--- src/rtl/reduce_pkg.sv ---
// Shared types and the per-bit reduction used by every channel of multi_channel_reduce.
package reduce_pkg;

  typedef enum logic [1:0] {
    RED_AND = 2'b00,
    RED_OR  = 2'b01,
    RED_XOR = 2'b10,
    RED_MAJ = 2'b11
  } red_mode_e;

  // Upper bound on operands per channel; a channel with NUM_IN > MaxIn is not supported.
  localparam int unsigned MaxIn = 32;

  // Reduces one bit column (bit b of every operand, operand i at bits[i]).
  // Only the low num_in entries take part; the rest are ignored.
  function automatic logic red_fn(input logic [MaxIn-1:0] bits, input int unsigned num_in,
                                  input red_mode_e mode);
    logic        acc_and;
    logic        acc_or;
    logic        acc_xor;
    int unsigned ones;
    logic        res;
    acc_and = 1'b1;
    acc_or  = 1'b0;
    acc_xor = 1'b0;
    ones    = 0;
    for (int unsigned i = 0; i < MaxIn; i++) begin
      if (i < num_in) begin
        acc_and = acc_and & bits[i];
        acc_or  = acc_or | bits[i];
        acc_xor = acc_xor ^ bits[i];
        ones    = ones + 32'(bits[i]);
      end
    end
    case (mode)
      RED_AND: res = acc_and;
      RED_OR:  res = acc_or;
      RED_XOR: res = acc_xor;
      RED_MAJ: res = (ones > num_in / 2);  // even NUM_IN tie resolves to 0
      default: res = 1'b0;
    endcase
    return res;
  endfunction

endpackage

--- src/rtl/reduce_channel.sv ---
// One reduction channel: operand stage, result stage and a saturating transaction counter.
module reduce_channel
  import reduce_pkg::*;
#(
  parameter int unsigned WIDTH  = 8,
  parameter int unsigned NUM_IN = 3,
  parameter int unsigned CNT_W  = 16
) (
  input  logic                      clk,
  input  logic                      rst_n,
  input  logic                      in_valid,
  output logic                      in_ready,
  input  logic [NUM_IN*WIDTH-1:0]   in_data,
  input  logic [1:0]                in_mode,
  output logic                      out_valid,
  input  logic                      out_ready,
  output logic [WIDTH-1:0]          out_data,
  output logic [CNT_W-1:0]          txn_count,
  input  logic                      cnt_clr
);

  logic                    a_valid_q, a_valid_d;
  logic [NUM_IN*WIDTH-1:0] a_ops_q, a_ops_d;
  red_mode_e               a_mode_q, a_mode_d;
  logic                    b_valid_q, b_valid_d;
  logic [WIDTH-1:0]        b_data_q, b_data_d;
  logic [CNT_W-1:0]        cnt_q, cnt_d;
  logic                    b_adv;
  logic [WIDTH-1:0]        red;

  // Combinational reduction of the operand stage contents.
  always_comb begin : p_reduce
    logic [MaxIn-1:0] col;
    red = '0;
    col = '0;
    for (int unsigned b = 0; b < WIDTH; b++) begin
      col = '0;
      for (int unsigned i = 0; i < NUM_IN; i++) begin
        col[i] = a_ops_q[i*WIDTH+b];
      end
      red[b] = red_fn(col, NUM_IN, a_mode_q);
    end
  end

  // in_ready follows out_ready combinationally so a stalled pipeline refills without a bubble.
  always_comb begin
    b_adv    = !b_valid_q || out_ready;
    in_ready = !a_valid_q || b_adv;

    a_valid_d = a_valid_q;
    a_ops_d   = a_ops_q;
    a_mode_d  = a_mode_q;
    if (in_ready) begin
      a_valid_d = in_valid;
      if (in_valid) begin
        a_ops_d  = in_data;
        a_mode_d = red_mode_e'(in_mode);
      end
    end

    b_valid_d = b_valid_q;
    b_data_d  = b_data_q;
    if (b_adv) begin
      b_valid_d = a_valid_q;
      if (a_valid_q) begin
        b_data_d = red;
      end
    end

    cnt_d = cnt_q;
    if (cnt_clr) begin
      cnt_d = '0;
    end else if (b_valid_q && out_ready && (cnt_q != {CNT_W{1'b1}})) begin
      cnt_d = cnt_q + CNT_W'(1);
    end
  end

  always_ff @(posedge clk or negedge rst_n) begin
    if (!rst_n) begin
      a_valid_q <= 1'b0;
      a_ops_q   <= '0;
      a_mode_q  <= RED_AND;
      b_valid_q <= 1'b0;
      b_data_q  <= '0;
      cnt_q     <= '0;
    end else begin
      a_valid_q <= a_valid_d;
      a_ops_q   <= a_ops_d;
      a_mode_q  <= a_mode_d;
      b_valid_q <= b_valid_d;
      b_data_q  <= b_data_d;
      cnt_q     <= cnt_d;
    end
  end

  assign out_valid = b_valid_q;
  assign out_data  = b_data_q;
  assign txn_count = cnt_q;

endmodule

--- src/rtl/multi_channel_reduce.sv ---
// NUM_CH independent pipelined bitwise-reduction channels; this level only slices ports.
module multi_channel_reduce #(
  parameter int unsigned WIDTH  = 8,
  parameter int unsigned NUM_IN = 3,
  parameter int unsigned NUM_CH = 3,
  parameter int unsigned CNT_W  = 16
) (
  input  logic                            clk,
  input  logic                            rst_n,
  input  logic [NUM_CH-1:0]               in_valid,
  output logic [NUM_CH-1:0]               in_ready,
  input  logic [NUM_CH*NUM_IN*WIDTH-1:0]  in_data,
  input  logic [2*NUM_CH-1:0]             in_mode,
  output logic [NUM_CH-1:0]               out_valid,
  input  logic [NUM_CH-1:0]               out_ready,
  output logic [NUM_CH*WIDTH-1:0]         out_data,
  output logic [NUM_CH*CNT_W-1:0]         txn_count,
  input  logic [NUM_CH-1:0]               cnt_clr
);

  for (genvar c = 0; c < NUM_CH; c++) begin : g_ch
    reduce_channel #(
      .WIDTH  (WIDTH),
      .NUM_IN (NUM_IN),
      .CNT_W  (CNT_W)
    ) u_channel (
      .clk       (clk),
      .rst_n     (rst_n),
      .in_valid  (in_valid[c]),
      .in_ready  (in_ready[c]),
      .in_data   (in_data[c*NUM_IN*WIDTH +: NUM_IN*WIDTH]),
      .in_mode   (in_mode[2*c +: 2]),
      .out_valid (out_valid[c]),
      .out_ready (out_ready[c]),
      .out_data  (out_data[c*WIDTH +: WIDTH]),
      .txn_count (txn_count[c*CNT_W +: CNT_W]),
      .cnt_clr   (cnt_clr[c])
    );
  end

endmodule

--- config.mk ---
export PLATFORM = sky130hd
export DESIGN_NAME = multi_channel_reduce
export DESIGN_NICKNAME = d
export VERILOG_FILES = /design/src/rtl/reduce_pkg.sv /design/src/rtl/reduce_channel.sv /design/src/rtl/multi_channel_reduce.sv
export SDC_FILE = /design/constraint.sdc
export NUM_CORES = 1
export LEC_CHECK = 0
export CAP_MARGIN = 20
export CORE_AREA = 2 2 167 169
export CTS_BUF_LIST = sky130_fd_sc_hd__clkbuf_16
export CTS_CLUSTER_DIAMETER = 30
export DETAILED_ROUTE_END_ITERATION = 16
export DIE_AREA = 0 0 169 171
export GPL_ROUTABILITY_DRIVEN = 0
export GPL_TIMING_DRIVEN = 1
export PLACE_DENSITY = 0.55
export SETUP_SLACK_MARGIN = 0.05
export SLEW_MARGIN = 20
export SYNTH_ARGS = -nofsm -noshare
export SYNTH_HDL_FRONTEND = slang
export SYNTH_SLANG_ARGS = --single-unit
--- constraint.sdc ---
create_clock -name clk -period 3.3 [get_ports clk]
set_input_delay 0.495 -clock clk [delete_from_list [all_inputs] [get_ports clk]]
set_output_delay 0.495 -clock clk [all_outputs]
set_load 0.02 [all_outputs]
==> images/zoom.png <==
Window x 22 to 62, y 108 to 148 µm. Cells in grey, sequential cells in the stronger grey; small squares are vias.
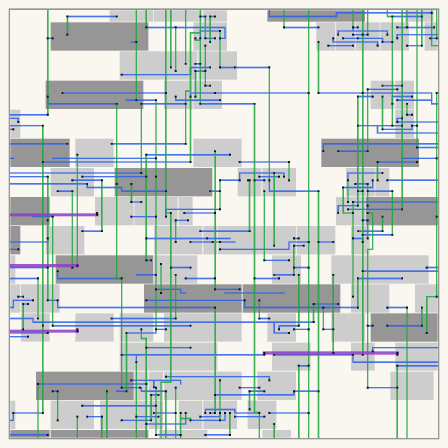
[purple] met3
[green] met2
[blue] met1
sequential cells in the window: 11
cells with their middle in the window: 68
most frequent: dfrtp_1 (11), inv_1 (6), clkdlybuf4s50_1 (6)
netlist names of flops here include: `g_ch.u_channel.a_ops_q` (5), `g_ch.u_channel.out_data` (3), `g_ch.u_channel.txn_count` (3)

==> images/metal_stack.png <==
Only two layers are drawn.
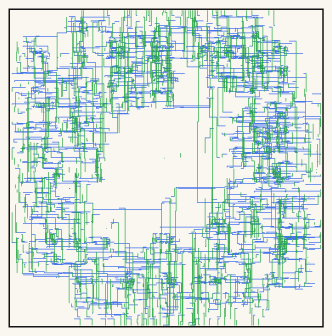
[green] met2 | wire length: 9,620 µm
[blue] met1 | wire length: 9,120 µm
vias post-DR: 6,422
GRT Total Usage: 14.3%

==> images/registers.png <==
Scale bar: 50 µm. Other sequential cells in the stronger grey, the rest of the logic in the fainter grey.
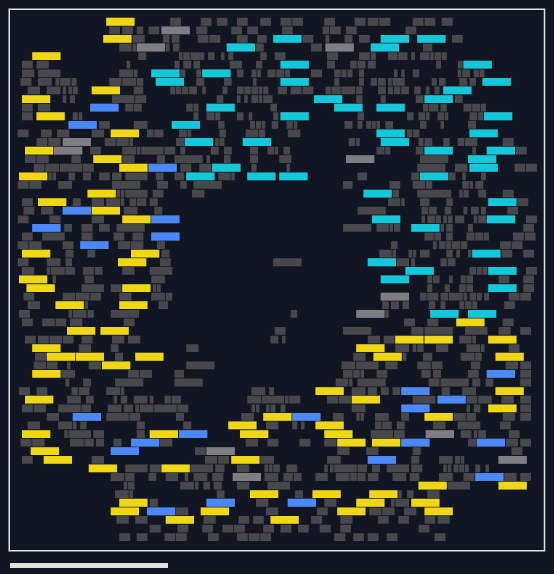
[cyan] `g_ch.u_channel.txn_count` | flops: 48
[yellow] `g_ch.u_channel.a_ops_q` | flops: 72 | where: all over the die
[blue] `g_ch.u_channel.out_data` | flops: 24
Seq group: 2.47 mW
flop share of the area: 34.3%

## final cells by class
cell class	instances	area, µm²
timing repair buffer	175	1740
tap	346	433
clock buffer	17	425
inverter	62	233
clock inverter	15	153
fill	2661	15900
multi-input combinational	531	4490
sequential	156	3900
## cells in the final DEF, fill, tap and decap left out, types with 4 or more instances in the layout
cell type,count
nor3_1,6
mux2_2,91
buf_4,8
a21o_1,21
a21oi_1,30
a221oi_1,21
inv_6,6
fa_1,24
nand4_1,18
inv_1,63
ha_1,51
nand3b_1,5
mux2i_1,24
nand2b_1,29
clkdlybuf4s50_1,165
clkbuf_16,17
o31ai_1,17
or4_1,16
nor2b_1,12
dfrtp_1,156
o21ai_0,24
nor2_1,20
nor4_1,14
nand3_1,14
or3_1,11
a211oi_1,23
nand2_1,31
and3_1,4
## routing by layer
layer / track usage [%] / share of wire (%)
met1: 18.4 / 46
met4: 3.46 / 0.75
met5: 0 / 0
met3: 4.35 / 5.6
met2: 23.5 / 48
## metrics by stage
step	hold WS [ns]	power, mW	worst slack, ns	util, %	instances
6_report	0.0145	5.69	0.897	41.6	1302
5_1_grt	0.0493	6.04	0.831	41.6	1302
2_1_floorplan	0.199	3.20	1.31	-	789
3_5_place_dp	0.470	3.76	0.655	39.5	1270
3_3_place_gp	0.460	3.72	0.703	39.5	1270
4_1_cts	0.0285	5.79	0.844	41.6	1302
## power breakdown
| part | internal [mW] | switching (mW) |
|---|---|---|
| clock | 1.07 | 0.918 |
| combinational | 0.690 | 0.539 |
| sequential | 2.16 | 0.314 |
## how the worst max path moves through the flow
| stage | start | to | slack (ns) |
|---|---|---|---|
| after detailed placement | out_ready[1] | g_ch[1].u_channel.txn_count[9] | 0.65 |
| after global routing | out_ready[2] | in_ready[2] | 0.83 |
| after global placement | out_ready[1] | g_ch[1].u_channel.txn_count[9] | 0.70 |
| after floorplan | g_ch[2].u_channel.txn_count[2] | g_ch[2].u_channel.txn_count[15] | 1.31 |
| after CTS | out_ready[2] | in_ready[2] | 0.84 |
| final | out_ready[2] | in_ready[2] | 0.90 |
## registers in the layout, summed over array words and instances (netlist names)
signal,count
g_ch.u_channel.a_mode_q,6
g_ch.u_channel.txn_count,48
g_ch.u_channel.a_valid_q,3
g_ch.u_channel.out_data,24
g_ch.u_channel.a_ops_q,72
g_ch.u_channel.out_valid,3
## kinds of logic after synthesis
group | Yosys count | share of synthesized area [%]
mux | 115 | 14.4
fa+ha+maj | 75 | 12.7
compound gates | 148 | 11.5
flops | 156 | 44.3
buf+inv | 102 | 4.70
simple gates | 193 | 12.4
## worst max-delay path: stages
cell	delay (ns)
clkdlybuf4s50_1	0.52
nand3b_1	0.24
clkdlybuf4s50_1	0.65
==> results.sh <==
# yosys + openroad results
export IMPL_top_cells_by_count="dfrtp_1 (156), mux2_2 (91), inv_1 (62)"
export IMPL_avgViaCountPerCell=4.93
export IMPL_clk_pin_slew_ns=0.08
export IMPL_htree_levels=4
export IMPL_power_per_cell_area_mw_per_mm2=500
export IMPL_syn_num_nets=953
export IMPL_ctsResizeCount=0
export IMPL_flop_cell="dfrtp_1"
export IMPL_root_buffer="clkbuf_16"
export IMPL_hpwl_um=14000
export IMPL_drv_slew=0
export IMPL_clk_latency_ns=0.43
export IMPL_top_cells_by_area="dfrtp_1 (44%), mux2_2 (12%), ha_1 (7.2%)"
export IMPL_hold_viol_final=0
export IMPL_setup_violations_final=0
export IMPL_outcome="finished, final reports clean"
export IMPL_cts_buffers=17
export IMPL_fin_skew_ns=0.0132
export IMPL_postCtsSetupBuffers=0
export IMPL_rows=61
export IMPL_finish_instance_area_mm2=0.0114
export IMPL_cts_sinks=156
export IMPL_diodes=0
export IMPL_cts_buffer_depth=2
export IMPL_core_area_mm2=0.0273
export IMPL_wl_per_cell_um=15.4
export IMPL_cts_tree="built"
export IMPL_r2r_setup_slack_ns=1.20
export IMPL_hold_path_class="input port to asynchronous set/reset pin"
export IMPL_drive_gt1_share_pct=14.4
export IMPL_synthToLayoutAreaGrowth_pct=29.2
export IMPL_synth_flops=156
export IMPL_dr_pass1_iters=6
export IMPL_async_reset_ff_share_pct=100
export IMPL_chipArea_mm2=0.0289
export IMPL_worst_r2r_startpoint="g_ch[2].u_channel.txn_count[0]"
export IMPL_netlist_area_mm2=0.00881
export IMPL_initCoreUtil_pct=32.2
export IMPL_avgSynthCellArea_um2=11.2
export IMPL_edf_count=0
export IMPL_drc=0
export IMPL_rsz0062_at_grt="no"
export IMPL_ant_nets=0
export IMPL_period_used_pct=72.8
export IMPL_slew_headroom_pct=43.2
export IMPL_critPathKind="input port to primary output"
export IMPL_top_area_share_pct=44.3
export IMPL_syn_inst=789
export IMPL_ios=167
export IMPL_r2r_cells=4
export IMPL_ctsHoldBuffers=0
export IMPL_grt_pass1_wl_um=33000
export IMPL_finalCriticalPeriod_ns=2.40
export IMPL_synth_cell_types=44
export IMPL_max_freq_mhz=416
export IMPL_setup_tns_ns=0
export IMPL_gr_total_overflow=0
export IMPL_power_leakage_nw=4.83
export IMPL_grt_pass1_vias=6398
export IMPL_worstMarginPinSlew_ns=0.849
export IMPL_die_h_um=171
export IMPL_nets=1107
export IMPL_warning_count=74
export IMPL_timing_rr_end="g_ch[2].u_channel.txn_count[14]"
export IMPL_ys_seq_share_pct=44.3
export IMPL_drt_iter0_drc=312
export IMPL_ys_cells=789
export IMPL_grt_max_degree=65
export IMPL_critPathRequiredTime_ns=2.80
export IMPL_top_area_cell="dfrtp_1"
export IMPL_cp_max_fo=4
export IMPL_ir_drop_v=0.000265
export IMPL_yosys_warnings=0
export IMPL_die_x_um=169
export IMPL_ys_area_mm2=0.00881
export IMPL_end_kind="primary output"
export IMPL_antenna_found_initial=0
export IMPL_crit_path_start_kind="input port"
export IMPL_drt_wl_total_um=20000
export IMPL_most_common_cell="dfrtp_1"
export IMPL_cp_arrival_ns=1.91
export IMPL_placement_cell_area_mm2=0.0108
export IMPL_placement_io_buffers=166
export IMPL_drv_cap=0
Power figures rest on the tool's default switching activity, not on a simulated workload.
